<file path="config.mk">
export PLATFORM = sky130hd
export DESIGN_NAME = trng_word_arbiter
export DESIGN_NICKNAME = d
export VERILOG_FILES = /design/src/rtl/trng_word_arbiter.sv
export SDC_FILE = /design/constraint.sdc
export NUM_CORES = 1
export LEC_CHECK = 0
export ABC_AREA = 0
export CORE_MARGIN = 2
export CORE_UTILIZATION = 30
export DETAILED_ROUTE_END_ITERATION = 7
export GPL_TIMING_DRIVEN = 0
export PLACE_DENSITY = 0.61
export SLEW_MARGIN = 20
export SYNTH_ARGS = -nofsm -noshare
export SYNTH_HDL_FRONTEND = slang
export SYNTH_SLANG_ARGS = --single-unit
</file>
<file path="constraint.sdc">
create_clock -name SCLK -period 3.05 [get_ports SCLK]
set_input_delay 0.61 -clock SCLK [delete_from_list [all_inputs] [get_ports SCLK]]
set_output_delay 0.61 -clock SCLK [all_outputs]
set_load 0.02 [all_outputs]
</file>
<file path="src/rtl/trng_word_arbiter.sv">
// Buffers one 512-bit TRNG result as 16 x 32-bit words and hands each word out exactly once
// to round-robin arbitrated requesters, refilling automatically when the buffer runs dry.
module trng_word_arbiter #(
  parameter int unsigned NREQ        = 4,
  parameter int unsigned GEN_TIMEOUT = 1024
) (
  input  logic            SCLK,
  input  logic            RST,
  input  logic            EN,
  output logic            GEN_START,
  input  logic            GEN_VALID,
  input  logic [511:0]    RANDOM_NUMBER,
  input  logic [NREQ-1:0] REQ,
  input  logic [NREQ-1:0] RD_READY,
  output logic [NREQ-1:0] GRANT,
  output logic            RD_VALID,
  output logic [31:0]     RD_DATA,
  output logic [4:0]      WORDS_LEFT,
  output logic            TIMEOUT_ERR
);

  localparam int unsigned IW = $clog2(NREQ);
  localparam int unsigned CW = $clog2(GEN_TIMEOUT + 1);
  // cnt_q counts completed WAIT_GEN cycles, so expiring here lands TIMEOUT_ERR exactly
  // GEN_TIMEOUT cycles after the GEN_START cycle.
  localparam logic [CW-1:0] CntLast = CW'(GEN_TIMEOUT - 2);

  typedef enum logic [1:0] {StIdle, StStart, StWaitGen, StServe} state_e;

  state_e          state_q, state_d;
  logic [CW-1:0]   cnt_q, cnt_d;
  logic [31:0]     buf_q [16];
  logic [31:0]     buf_d [16];
  logic [3:0]      ptr_q, ptr_d;
  logic [4:0]      wl_q, wl_d;
  logic [IW-1:0]   last_q, last_d;
  logic            gvalid_q, gvalid_d;
  logic [IW-1:0]   gidx_q, gidx_d;
  logic            terr_q, terr_d;

  logic [15:0][31:0] rn_words;
  logic              pick_found;
  logic [IW-1:0]     pick_idx;
  logic [IW-1:0]     cand;

  assign rn_words = RANDOM_NUMBER;

  // Round-robin search starting just after the last consumer served.
  always_comb begin
    pick_found = 1'b0;
    pick_idx   = '0;
    cand       = '0;
    for (int unsigned i = 1; i <= NREQ; i++) begin
      cand = IW'((32'(last_q) + i) % NREQ);
      if (!pick_found && REQ[cand]) begin
        pick_found = 1'b1;
        pick_idx   = cand;
      end
    end
  end

  always_comb begin
    state_d  = state_q;
    cnt_d    = cnt_q;
    buf_d    = buf_q;
    ptr_d    = ptr_q;
    wl_d     = wl_q;
    last_d   = last_q;
    gvalid_d = gvalid_q;
    gidx_d   = gidx_q;
    terr_d   = terr_q;
    case (state_q)
      StIdle: begin
        if (EN && wl_q == 5'd0) begin
          state_d = StStart;
        end else if (wl_q != 5'd0) begin
          state_d = StServe;
        end
      end
      StStart: begin
        cnt_d   = '0;
        state_d = StWaitGen;
      end
      StWaitGen: begin
        cnt_d = cnt_q + CW'(1);
        if (GEN_VALID) begin
          for (int k = 0; k < 16; k++) begin
            buf_d[k[3:0]] = rn_words[4'(15 - k)];
          end
          wl_d    = 5'd16;
          ptr_d   = 4'd0;
          state_d = StServe;
        end else if (cnt_q == CntLast) begin
          terr_d  = 1'b1;
          state_d = StIdle;
        end
      end
      StServe: begin
        if (gvalid_q) begin
          if (RD_READY[gidx_q]) begin
            buf_d[ptr_q] = 32'h0;
            ptr_d        = ptr_q + 4'd1;
            wl_d         = wl_q - 5'd1;
            last_d       = gidx_q;
            gvalid_d     = 1'b0;
            if (wl_q == 5'd1) begin
              state_d = StIdle;
            end
          end else if (!REQ[gidx_q]) begin
            gvalid_d = 1'b0;
          end
        end else if (EN && wl_q != 5'd0 && pick_found) begin
          gvalid_d = 1'b1;
          gidx_d   = pick_idx;
        end
      end
      default: state_d = StIdle;
    endcase
  end

  always_ff @(posedge SCLK) begin
    if (!RST) begin
      state_q  <= StIdle;
      cnt_q    <= '0;
      for (int k = 0; k < 16; k++) begin
        buf_q[k[3:0]] <= 32'h0;
      end
      ptr_q    <= '0;
      wl_q     <= '0;
      last_q   <= IW'(NREQ - 1);
      gvalid_q <= 1'b0;
      gidx_q   <= '0;
      terr_q   <= 1'b0;
    end else begin
      state_q  <= state_d;
      cnt_q    <= cnt_d;
      buf_q    <= buf_d;
      ptr_q    <= ptr_d;
      wl_q     <= wl_d;
      last_q   <= last_d;
      gvalid_q <= gvalid_d;
      gidx_q   <= gidx_d;
      terr_q   <= terr_d;
    end
  end

  assign GEN_START   = (state_q == StStart);
  assign GRANT       = {{(NREQ-1){1'b0}}, gvalid_q} << gidx_q;
  assign RD_VALID    = gvalid_q;
  assign RD_DATA     = gvalid_q ? buf_q[ptr_q] : 32'h0;
  assign WORDS_LEFT  = wl_q;
  assign TIMEOUT_ERR = terr_q;

endmodule

</file>
layer_met2.png
Bar = 100 um.
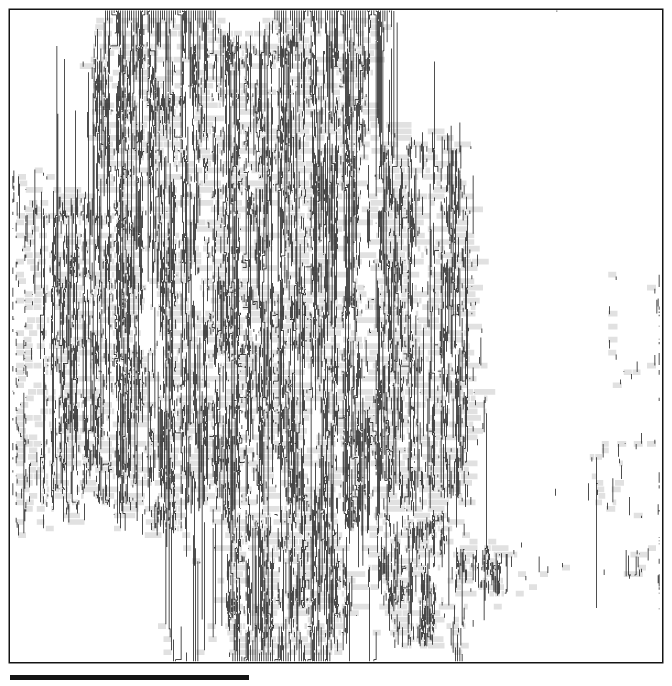
share of all routed wire	47%
nets with wire on the layer	2421
DR vias: 17700
met2 Track Usage GR: 0.339
final WL: 77300 um

congestion.png
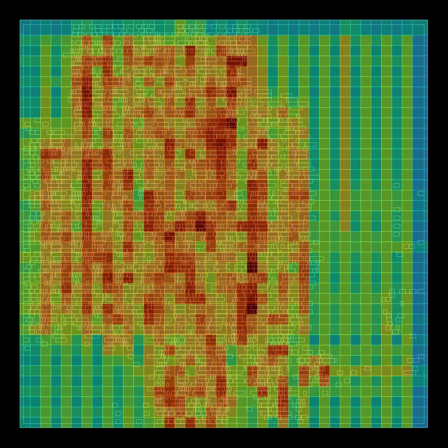
GR Util met1: 0.273
Overall Global Routing Usage: 0.204
grt peak-use layer: met2
final core occ: 0.395

layer_met1.png
Bar = 100 um. Supply wires on this layer in grey.
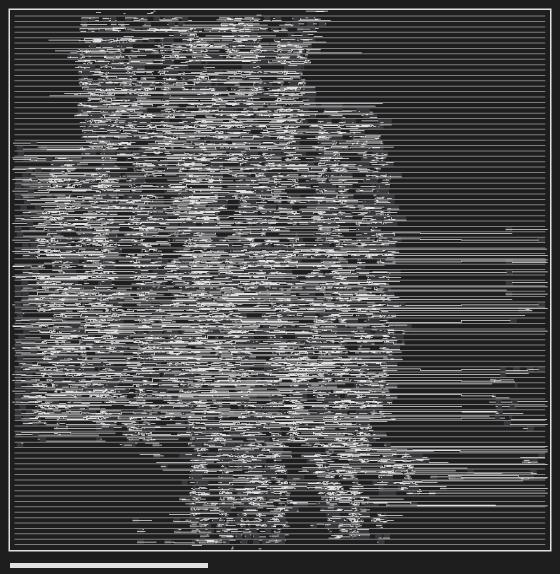
main direction	horizontal
share of all routed wire	43%
wire length on this layer	33.3 mm
longest straight run	125 um

==> flow_summary.toml <==
# synthesis and place-and-route metrics
[setup_path]
r2r_end = "buf_q[183]$_SDFFE_PN0P_"
cp_num_cells = 7
endpoint = "RD_DATA[19]"
worst_r2r_path_depth = 10
path_max_fanout = 8
cp_top_family = "multiplexers"
worst_path_largest_cell_delay_ns = 0.56
path_class = "reg2out"

[logic_synthesis]
adder_share = 0.00753
top_logic_kind = "simple AND/OR/NAND/NOR gates"
yosysTopAreaCell = "dfxtp_1"
async_flop_share = 0
ys_sh_aoi = 0.0775
syn_area_per_cell_sq_um = 10.2
synth.top_cell.area_share = 0.500
topCellsByArea = "dfxtp_1 (50%), mux4_2 (17%), nand2_1 (9.2%)"
ys_sh_xor = 0.00324

[run_status]
outcome = "finished, violations left"
violations = "negative setup slack"

[placement]
post_dp_cell_area_sq_mm = 0.0259
place_hpwl_um = 60800
routabilityCongestion = 0.879
io_buffers = 310
placed_cells = 3382

[timing]
period_used_share = 1.14
worst_pin_slew_ns = 0.851
finalSetupTns_ns = -12.07
worst_slack_ns = -0.416
fin_crit_ns = 3.47
finalSetupViolCount = 32
finalMaxSlewViolations = 0

[layout]
stdcell_area_sq_mm = 0.0282
top_register = "buf_q"

[routing]
top_layer = "met5"
wl_met2_um = 36500
drt_pass1_iterations = 5
wl_met3_um = 5110
wire_per_inst_um = 22.1

[global_routing]
grt_overflow = 0
gr-usage-met3 = 0.0267

[pwr]
leakage_nw = 10.9

[clocking]
clock_path_buffers = 3
cts_resized = 294
hold_buffers = 0
cts_tree = "yes"

[worst_hold_path]
hold_end = "buf_q[215]$_SDFFE_PN0P_"
detail.png
Bar = 10 um. Region (116, 62) to (156, 102) um. Cells in grey, sequential cells in the stronger grey; small squares are vias.
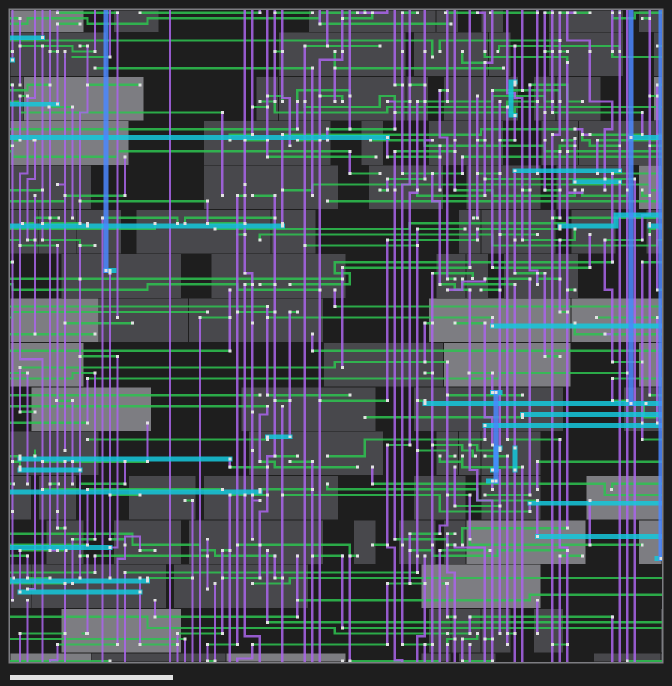
colour	layer
purple	metal 2
cyan	metal 3
green	metal 1
blue	metal 4
netlist names of flops here include	buf_q (8), ptr_q (4)
most frequent	mux4_2 (13), dfxtp_1 (10), and3_1 (7)
sequential cells in the window	12
cells with their middle in the window	76

sizes.png
Bar = 100 um.
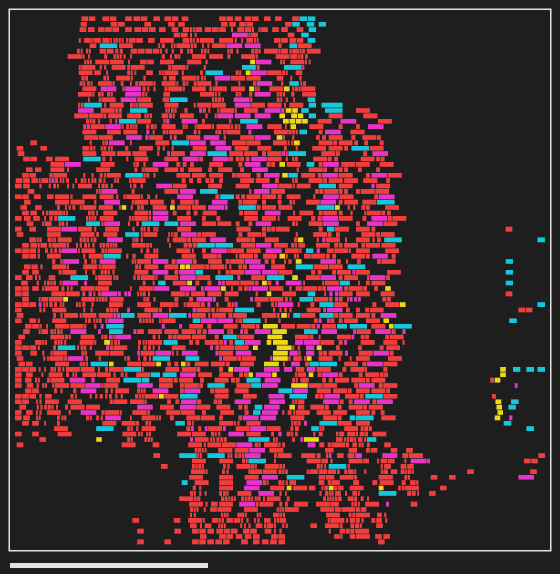
colour	size	cells	share	most used
cyan	_6 and larger	126	5.0%	clkbuf_16
red	_0 and _1 cells	2094	82%	dfxtp_1
magenta	_2 cells	251	9.9%	mux4_2
yellow	_3 and _4 cells	72	2.8%	and2_4

[synth_stat cells (all sizes together) (2+ instances only)]
cell type / count
clkbuf: 125
nand4: 15
xnor2: 3
mux2i: 8
dfxtp: 540
nor3: 4
a21oi: 266
o21ai: 8
or3: 4
and3: 258
nor2: 20
o31ai: 10
nand3: 8
buf: 59
xor2: 5
a32o: 2
inv: 20
mux4: 162
and2: 36
ha: 13
nand2: 532
nand2b: 3
[layout make-up]
class / instances / area (sq um)
inverter: 20 / 75.1
buffer: 180 / 1040
fill: 6920 / 43200
timing repair buffer: 338 / 3510
clock buffer: 70 / 1440
clock inverter: 17 / 171
sequential: 540 / 10800
antenna: 1 / 2.50
multi-input combinational: 1378 / 9960
tap: 950 / 1190
[cells in the final DEF, fill, tap and decap left out, types with 4 or more instances in the layout]
| cell | n |
|---|---|
| dfxtp_1 | 537 |
| nand2_1 | 532 |
| clkdlybuf4s50_1 | 278 |
| a21oi_1 | 266 |
| and3_1 | 258 |
| mux4_2 | 162 |
| clkbuf_1 | 92 |
| clkbuf_16 | 54 |
| clkbuf_2 | 39 |
| buf_6 | 39 |
| buf_2 | 35 |
| and2_4 | 30 |
| nor2_1 | 20 |
| inv_1 | 19 |
| buf_12 | 17 |
| buf_4 | 17 |
| ha_1 | 13 |
| o31ai_4 | 8 |
| nand3_1 | 8 |
| mux2i_1 | 8 |
| clkbuf_8 | 7 |
| nand4_2 | 7 |
| o21ai_0 | 7 |
| nand4_1 | 7 |
| clkinvlp_4 | 7 |
| and2_1 | 6 |
| clkbuf_4 | 5 |
| xor2_1 | 5 |
| nor3_1 | 4 |
| or3_1 | 4 |
[power by group]
part	internal [mW]	total, mW	switching (mW)
Sequential	7.41	7.65	0.233
Clock	3.48	6.30	2.82
Combinational	0.982	2.51	1.53
